## config.mk

```make
export PLATFORM = sky130hd
export DESIGN_NAME = pipe_ctrl
export DESIGN_NICKNAME = d
export VERILOG_FILES = /design/src/rtl/pipe_pkg.sv /design/src/rtl/irq_sync.sv /design/src/rtl/pipe_ctrl.sv
export SDC_FILE = /design/constraint.sdc
export NUM_CORES = 1
export LEC_CHECK = 0
export CAP_MARGIN = 10
export CORE_MARGIN = 4
export CORE_UTILIZATION = 26
export DETAILED_ROUTE_END_ITERATION = 10
export REMOVE_ABC_BUFFERS = 1
export SETUP_SLACK_MARGIN = 0.05
export SLEW_MARGIN = 20
export SYNTH_ARGS = -nofsm -noshare
export SYNTH_HDL_FRONTEND = slang
export SYNTH_SLANG_ARGS = --single-unit
```

## constraint.sdc

```tcl
create_clock -name CLK -period 1.9 [get_ports CLK]
set_input_delay 0.57 -clock CLK [delete_from_list [all_inputs] [get_ports CLK]]
set_output_delay 0.57 -clock CLK [all_outputs]
set_load 0.03 [all_outputs]
```

## src/rtl/pipe_pkg.sv

```systemverilog
// Shared definitions for the pipeline stall/flush/redirect controller.
// Stage indices assume the default five-stage layout.
package pipe_pkg;

  typedef enum logic [1:0] {
    CTRL_RUN   = 2'd0,
    CTRL_DRAIN = 2'd1,
    CTRL_REDIR = 2'd2
  } ctrl_state_e;

  localparam int STG_DE  = 0;
  localparam int STG_EXE = 1;
  localparam int STG_MEM = 2;
  localparam int STG_WB  = 4;

endpackage

```

## src/rtl/irq_sync.sv

```systemverilog
// Synchroniser for the asynchronous interrupt level.
// Produces a one-cycle pulse on each synchronised rising edge.
module irq_sync #(
  parameter int SYNC_STAGES = 2
) (
  input  logic clk,
  input  logic rst_n,
  input  logic async_i,
  output logic rise_o
);

  logic [SYNC_STAGES-1:0] sync_q;
  logic                   edge_q;

  // NOTE: sequential state uses non-blocking assignments so every flop
  // samples the pre-edge value of its neighbour.
  always_ff @(posedge clk or negedge rst_n) begin
    if (!rst_n) begin
      sync_q <= '0;
      edge_q <= 1'b0;
    end else begin
      sync_q <= {sync_q[SYNC_STAGES-2:0], async_i};
      edge_q <= sync_q[SYNC_STAGES-1];
    end
  end

  assign rise_o = sync_q[SYNC_STAGES-1] & ~edge_q;

endmodule

```

## src/rtl/pipe_ctrl.sv

```systemverilog
// Central stall/flush/redirect controller: drains the pipe before taking an
// interrupt and issues one registered PC-load/flush command per decision.
module pipe_ctrl
  import pipe_pkg::*;
#(
  parameter int                NUM_STAGES  = 5,
  parameter int                XLEN        = 64,
  parameter int                SYNC_STAGES = 2,
  parameter logic [XLEN-1:0]   RESET_PC    = '0
) (
  input  logic                  CLK,
  input  logic                  RESET,
  input  logic                  irq_in,
  input  logic                  irq_en,
  input  logic [NUM_STAGES-1:0] stage_valid,
  input  logic [NUM_STAGES-1:0] br_pend,
  input  logic [NUM_STAGES-1:0] trap_pend,
  input  logic                  dep_stall,
  input  logic                  wb_retire,
  input  logic [XLEN-1:0]       wb_npc,
  input  logic                  redir_valid,
  input  logic                  redir_is_trap,
  input  logic [XLEN-1:0]       redir_target,
  input  logic [XLEN-1:0]       trap_vec,
  output logic                  fe_stall,
  output logic [NUM_STAGES-1:0] stage_flush,
  output logic                  pc_load,
  output logic [XLEN-1:0]       pc_target,
  output logic                  irq_take,
  output logic [XLEN-1:0]       irq_epc,
  output logic [1:0]            ctrl_state
);

  localparam logic [NUM_STAGES-1:0] FLUSH_FRONT = {1'b0, {(NUM_STAGES-1){1'b1}}};

  ctrl_state_e           state_q, state_d;
  logic                  irq_pend_q, irq_pend_d;
  logic                  redir_trap_q, redir_trap_d;
  logic [XLEN-1:0]       last_npc_q, last_npc_d;
  logic                  pc_load_q, pc_load_d;
  logic [XLEN-1:0]       pc_target_q, pc_target_d;
  logic [NUM_STAGES-1:0] flush_q, flush_d;
  logic                  irq_take_q, irq_take_d;
  logic [XLEN-1:0]       irq_epc_q, irq_epc_d;
  logic                  irq_rise;
  logic                  pend_clr;
  logic [XLEN-1:0]       redir_pc;
  logic                  unused_stage_valid;

  irq_sync #(.SYNC_STAGES(SYNC_STAGES)) u_irq_sync (
    .clk     (CLK),
    .rst_n   (RESET),
    .async_i (irq_in),
    .rise_o  (irq_rise)
  );

  // Decode's own valid bit is irrelevant: decode is killed while draining.
  assign unused_stage_valid = stage_valid[STG_DE];

  assign redir_pc   = redir_is_trap ? trap_vec : redir_target;
  assign last_npc_d = redir_valid ? redir_pc : (wb_retire ? wb_npc : last_npc_q);
  assign irq_pend_d = irq_rise | (irq_pend_q & ~pend_clr);

  // NOTE: every always_comb output gets a default first, so no path can
  // leave a value unassigned and infer a latch.
  always_comb begin
    state_d      = state_q;
    redir_trap_d = redir_trap_q;
    pc_load_d    = 1'b0;
    pc_target_d  = '0;
    flush_d      = '0;
    irq_take_d   = 1'b0;
    irq_epc_d    = irq_epc_q;
    pend_clr     = 1'b0;
    fe_stall     = 1'b1;

    case (state_q)
      CTRL_RUN: begin
        fe_stall = (|br_pend) | (|trap_pend) | dep_stall;
        if (redir_valid) begin
          pc_load_d   = 1'b1;
          pc_target_d = redir_pc;
          flush_d     = FLUSH_FRONT;
        end else if (irq_pend_q && irq_en) begin
          state_d = CTRL_DRAIN;
        end
      end
      CTRL_DRAIN: begin
        flush_d[STG_DE] = 1'b1;
        if (redir_valid && redir_is_trap) begin
          state_d      = CTRL_REDIR;
          redir_trap_d = 1'b1;
          flush_d      = FLUSH_FRONT;
        end else if (redir_valid) begin
          flush_d = FLUSH_FRONT;
        end else if (!irq_en) begin
          // Interrupt withdrawn: refetch the instruction killed in decode.
          state_d     = CTRL_RUN;
          pc_load_d   = 1'b1;
          pc_target_d = last_npc_q;
        end else if (stage_valid[NUM_STAGES-1:1] == '0) begin
          state_d      = CTRL_REDIR;
          redir_trap_d = 1'b0;
        end
      end
      CTRL_REDIR: begin
        state_d         = CTRL_RUN;
        pc_load_d       = 1'b1;
        pc_target_d     = trap_vec;
        flush_d[STG_DE] = 1'b1;
        if (!redir_trap_q) begin
          irq_take_d = 1'b1;
          irq_epc_d  = last_npc_q;
          pend_clr   = 1'b1;
        end
      end
      default: state_d = CTRL_RUN;
    endcase
  end

  always_ff @(posedge CLK or negedge RESET) begin
    if (!RESET) begin
      state_q      <= CTRL_RUN;
      irq_pend_q   <= 1'b0;
      redir_trap_q <= 1'b0;
      last_npc_q   <= RESET_PC;
      pc_load_q    <= 1'b0;
      pc_target_q  <= '0;
      flush_q      <= '0;
      irq_take_q   <= 1'b0;
      irq_epc_q    <= '0;
    end else begin
      state_q      <= state_d;
      irq_pend_q   <= irq_pend_d;
      redir_trap_q <= redir_trap_d;
      last_npc_q   <= last_npc_d;
      pc_load_q    <= pc_load_d;
      pc_target_q  <= pc_target_d;
      flush_q      <= flush_d;
      irq_take_q   <= irq_take_d;
      irq_epc_q    <= irq_epc_d;
    end
  end

  assign stage_flush = flush_q;
  assign pc_load     = pc_load_q;
  assign pc_target   = pc_target_q;
  assign irq_take    = irq_take_q;
  assign irq_epc     = irq_epc_q;
  assign ctrl_state  = state_q;

endmodule

```

==> results.cfg, run 1 <==
; generated from flow reports
[global_route]
met2_usage_pct = 26.9
grt_use_total_pct = 15.9
grt_pass1_wl_um = 49000

[synthesis]
syn_inst = 766
ys_top_cells_by_count = 203 x dfrtp_1, 111 x mux2_2, 70 x nor2_1
logic_family = multiplexers
synthSimpleGateAreaFrac_pct = 6.47
adder_share_pct = 0.536
yosys_cells = 766
synth-edff-count = 0
synth.distinct_cells = 35
yosys-top-cells-area = dfrtp_1 54%, mux2_2 13%, a222oi_1 6.9%
postSynthSeqShare_pct = 54.4
ys_async_sr_fraction_pct = 100

[finish]
inverters = 6
final_util_pct = 41.3
clock_tree_area_fraction_pct = 5.35
final_cell_mix = 209 x clkdlybuf4s50_1, 202 x dfrtp_1, 111 x mux2_2
flops = 203
stdcell_count = 1608
comb_area_mm2 = 0.00392
lay_top_count = clkdlybuf4s50_1
regArea_mm2 = 0.00508

[cts]
cts_resized = 347
cts_buffer_depth = 3
clockRootBuffer = clkbuf_16

[status]
status = finished with violations
violations = setup timing

[route]
drt_iter0_drc = 559
wl_per_cell_um = 21.2

[sta]
tightest_slew_ps = 500
setup_viol = 1
slew_viol_final = 0
fin_skew_ps = 15.9
worst_slack_ps = -249

[power_and_ir_drop]
clockPowerShare_pct = 22.9
powerComb_uw = 9250
clk-power_uw = 4650
power.group.top = combinational cells

[die]
nWellTaps = 461
core_mm2 = 0.0355

[setup_path]
crit_family = flip-flops
required_ps = 1330
r2r-start = ctrl_state[1]
end_kind = output pin
r2r_slack_ps = 10
Figure 1. M1 wires (run 1).
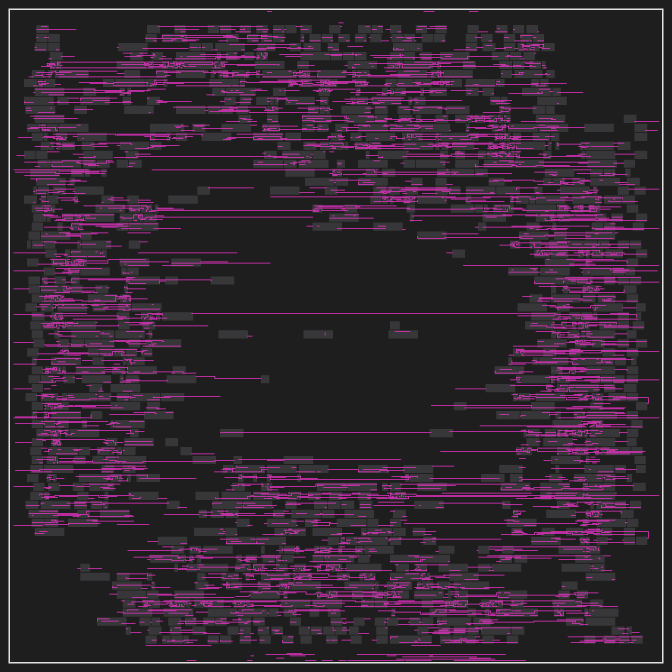
wire length on this layer: 13700 um
main direction: horizontal
share of all routed wire: 40%

Figure 2. Met2 routing (run 1).
Scale bar: 50 um.
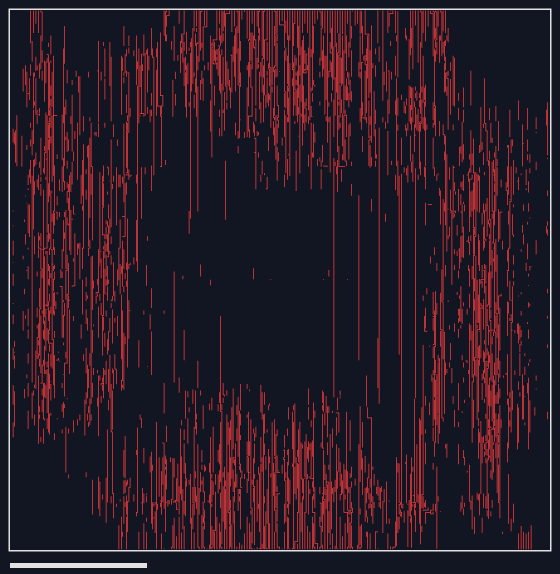
longest straight run: 122 um
main direction: vertical
nets with wire on the layer: 1175
wire length on this layer: 16600 um

Figure 3. Metal 3 (run 1).
Scale bar: 50 um.
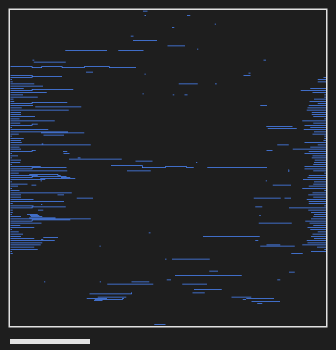
wire length on this layer: 2840 um
longest straight run: 49.9 um

Figure 4. Met4 routing (run 1).
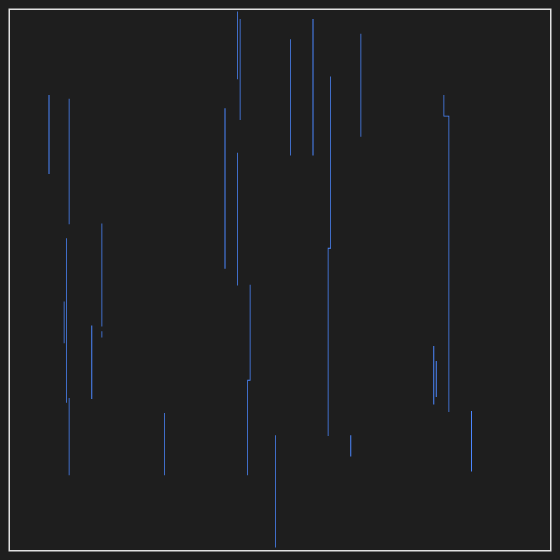
main direction: vertical
share of all routed wire: 2.9%
longest straight run: 108 um
nets with wire on the layer: 16
vias post-DR: 7848
final WL: 34100 um

==> run 1 -> run 2 <==
Settings changed: GPL_ROUTABILITY_DRIVEN set to 1.
==> results.cfg, run 2 <==
; generated from flow reports
[power_and_ir_drop]
clk-power_uw = 4650
clockPowerShare_pct = 22.9
powerComb_uw = 9250

[finish]
regArea_mm2 = 0.00508
stdcell_count = 1608
final_cell_mix = 209 x clkdlybuf4s50_1, 202 x dfrtp_1, 111 x mux2_2
final_util_pct = 41.3
flops = 203
comb_area_mm2 = 0.00392

[synthesis]
ys_async_sr_fraction_pct = 100
logic_family = multiplexers
synthSimpleGateAreaFrac_pct = 6.47
yosys-top-cells-area = dfrtp_1 54%, mux2_2 13%, a222oi_1 6.9%
synth.distinct_cells = 35
adder_share_pct = 0.536
yosys_cells = 766
synth-edff-count = 0
ys_top_cells_by_count = 203 x dfrtp_1, 111 x mux2_2, 70 x nor2_1
syn_inst = 766

[die]
core_mm2 = 0.0355
die_y_um = 198
nWellTaps = 461

[route]
num_vias = 7848
wl_per_cell_um = 21.2
route.met2.wl_um = 16600
drt_iter0_drc = 559

[placement]
portBuffers = 350

[sta]
slew_viol_final = 0
worst_slack_ps = -249
tightest_slew_ps = 500
setup_viol = 1

[global_route]
grt_pass1_wl_um = 49000
grt_use_total_pct = 15.9
grt_max_degree = 73
met2_usage_pct = 26.9

[setup_path]
end_kind = output pin
required_ps = 1330
ff2ff_path_depth = 9
r2r_slack_ps = 10
crit_family = flip-flops

[cts]
cts_buffer_depth = 3
clockRootBuffer = clkbuf_16
cts_resized = 347

[min_path]
min_to = u_irq_sync.sync_q[1]
hold_path_class = reg -> reg

[status]
violations = setup timing
status = finished with violations
Figure 5. M1 wires (run 2).
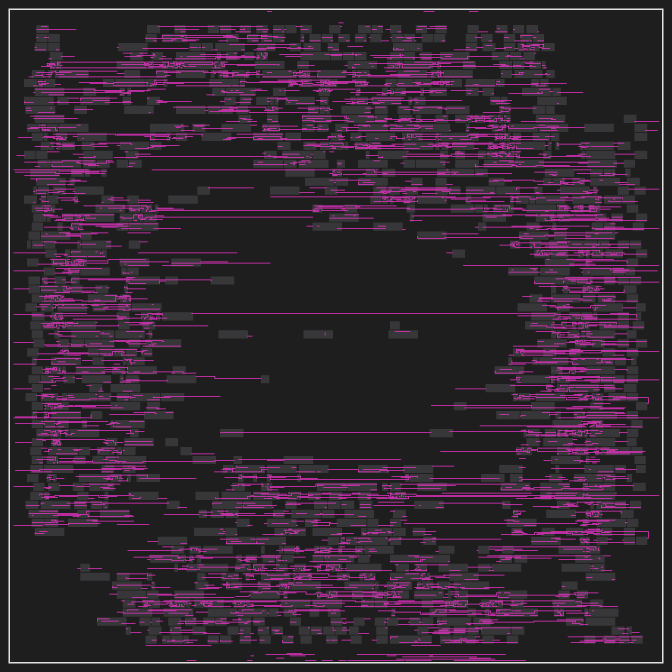
wire length on this layer: 13700 um
longest straight run: 110 um
main direction: horizontal
share of all routed wire: 40%
nets with wire on the layer: 1178

Figure 6. Met2 routing (run 2).
Scale bar: 50 um.
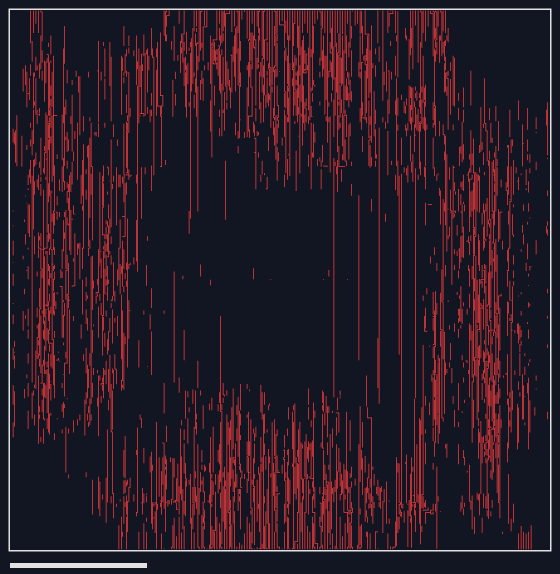
nets with wire on the layer: 1175
main direction: vertical
wire length on this layer: 16600 um
share of all routed wire: 49%

==> run 2 -> run 3 <==
Settings changed: CORE_ASPECT_RATIO set to 1.25.
==> results.cfg, run 3 <==
; generated from flow reports
[power_and_ir_drop]
clockPowerShare_pct = 21.7
clk-power_uw = 4230
power.group.top = combinational cells

[status]
status = finished with violations
violations = setup timing

[global_route]
grt_pass1_wl_um = 49600

[route]
drt_iter0_drc = 563

[finish]
lay_top_count = clkdlybuf4s50_1
comb_area_mm2 = 0.00391
flops = 203
stdcell_count = 1601

[synthesis]
synthSimpleGateAreaFrac_pct = 6.47
yosys_cells = 766
postSynthSeqShare_pct = 54.4

[die]
core_mm2 = 0.0355

[sta]
setup_viol = 1
worst_slack_ps = -227
tightest_slew_ps = 524

[min_path]
hold_path_class = reg -> reg

[setup_path]
r2r-start = ctrl_state[0]

[placement]
portBuffers = 350
Figure 7. M1 wires (run 3).
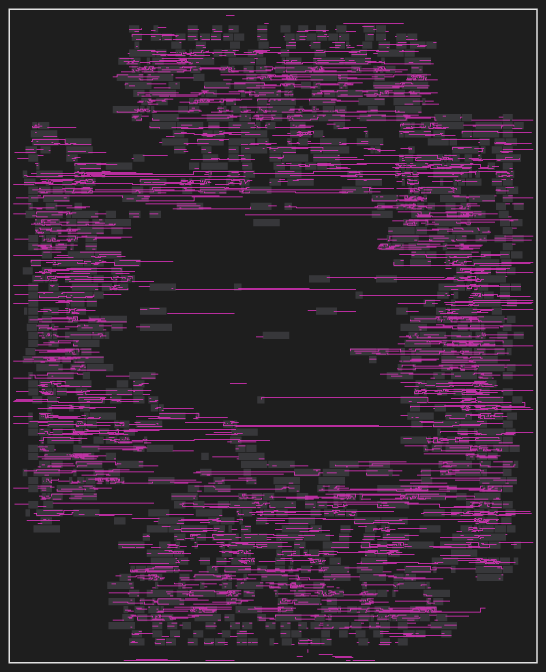
share of all routed wire: 38%
wire length on this layer: 12900 um

Figure 8. Met2 routing (run 3).
Scale bar: 50 um.
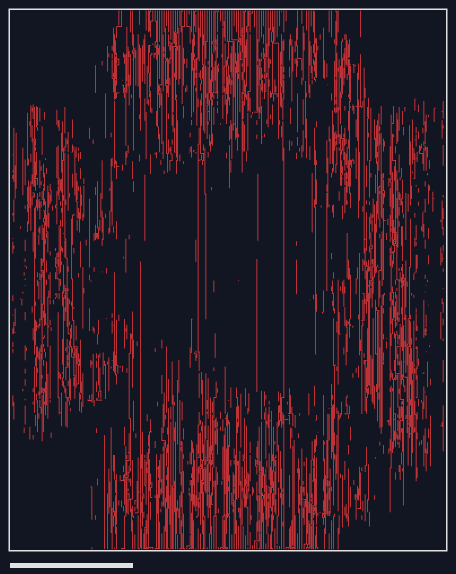
main direction: vertical
wire length on this layer: 17100 um
share of all routed wire: 51%
final WL: 33600 um
vias post-DR: 7778
global routing usage on met2: 29.4%


==> screenshots <==
Clock nets.
Plate I
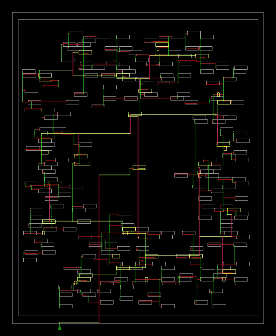
Plate II
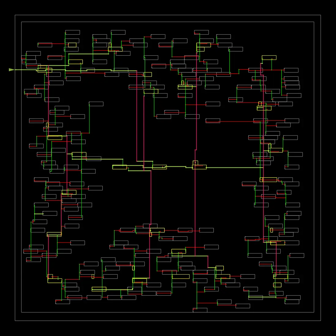
Of these, most clock buffers: Plate II
| from | picture |
|---|---|
| run 3 | Plate I |
| run 2 | Plate II |

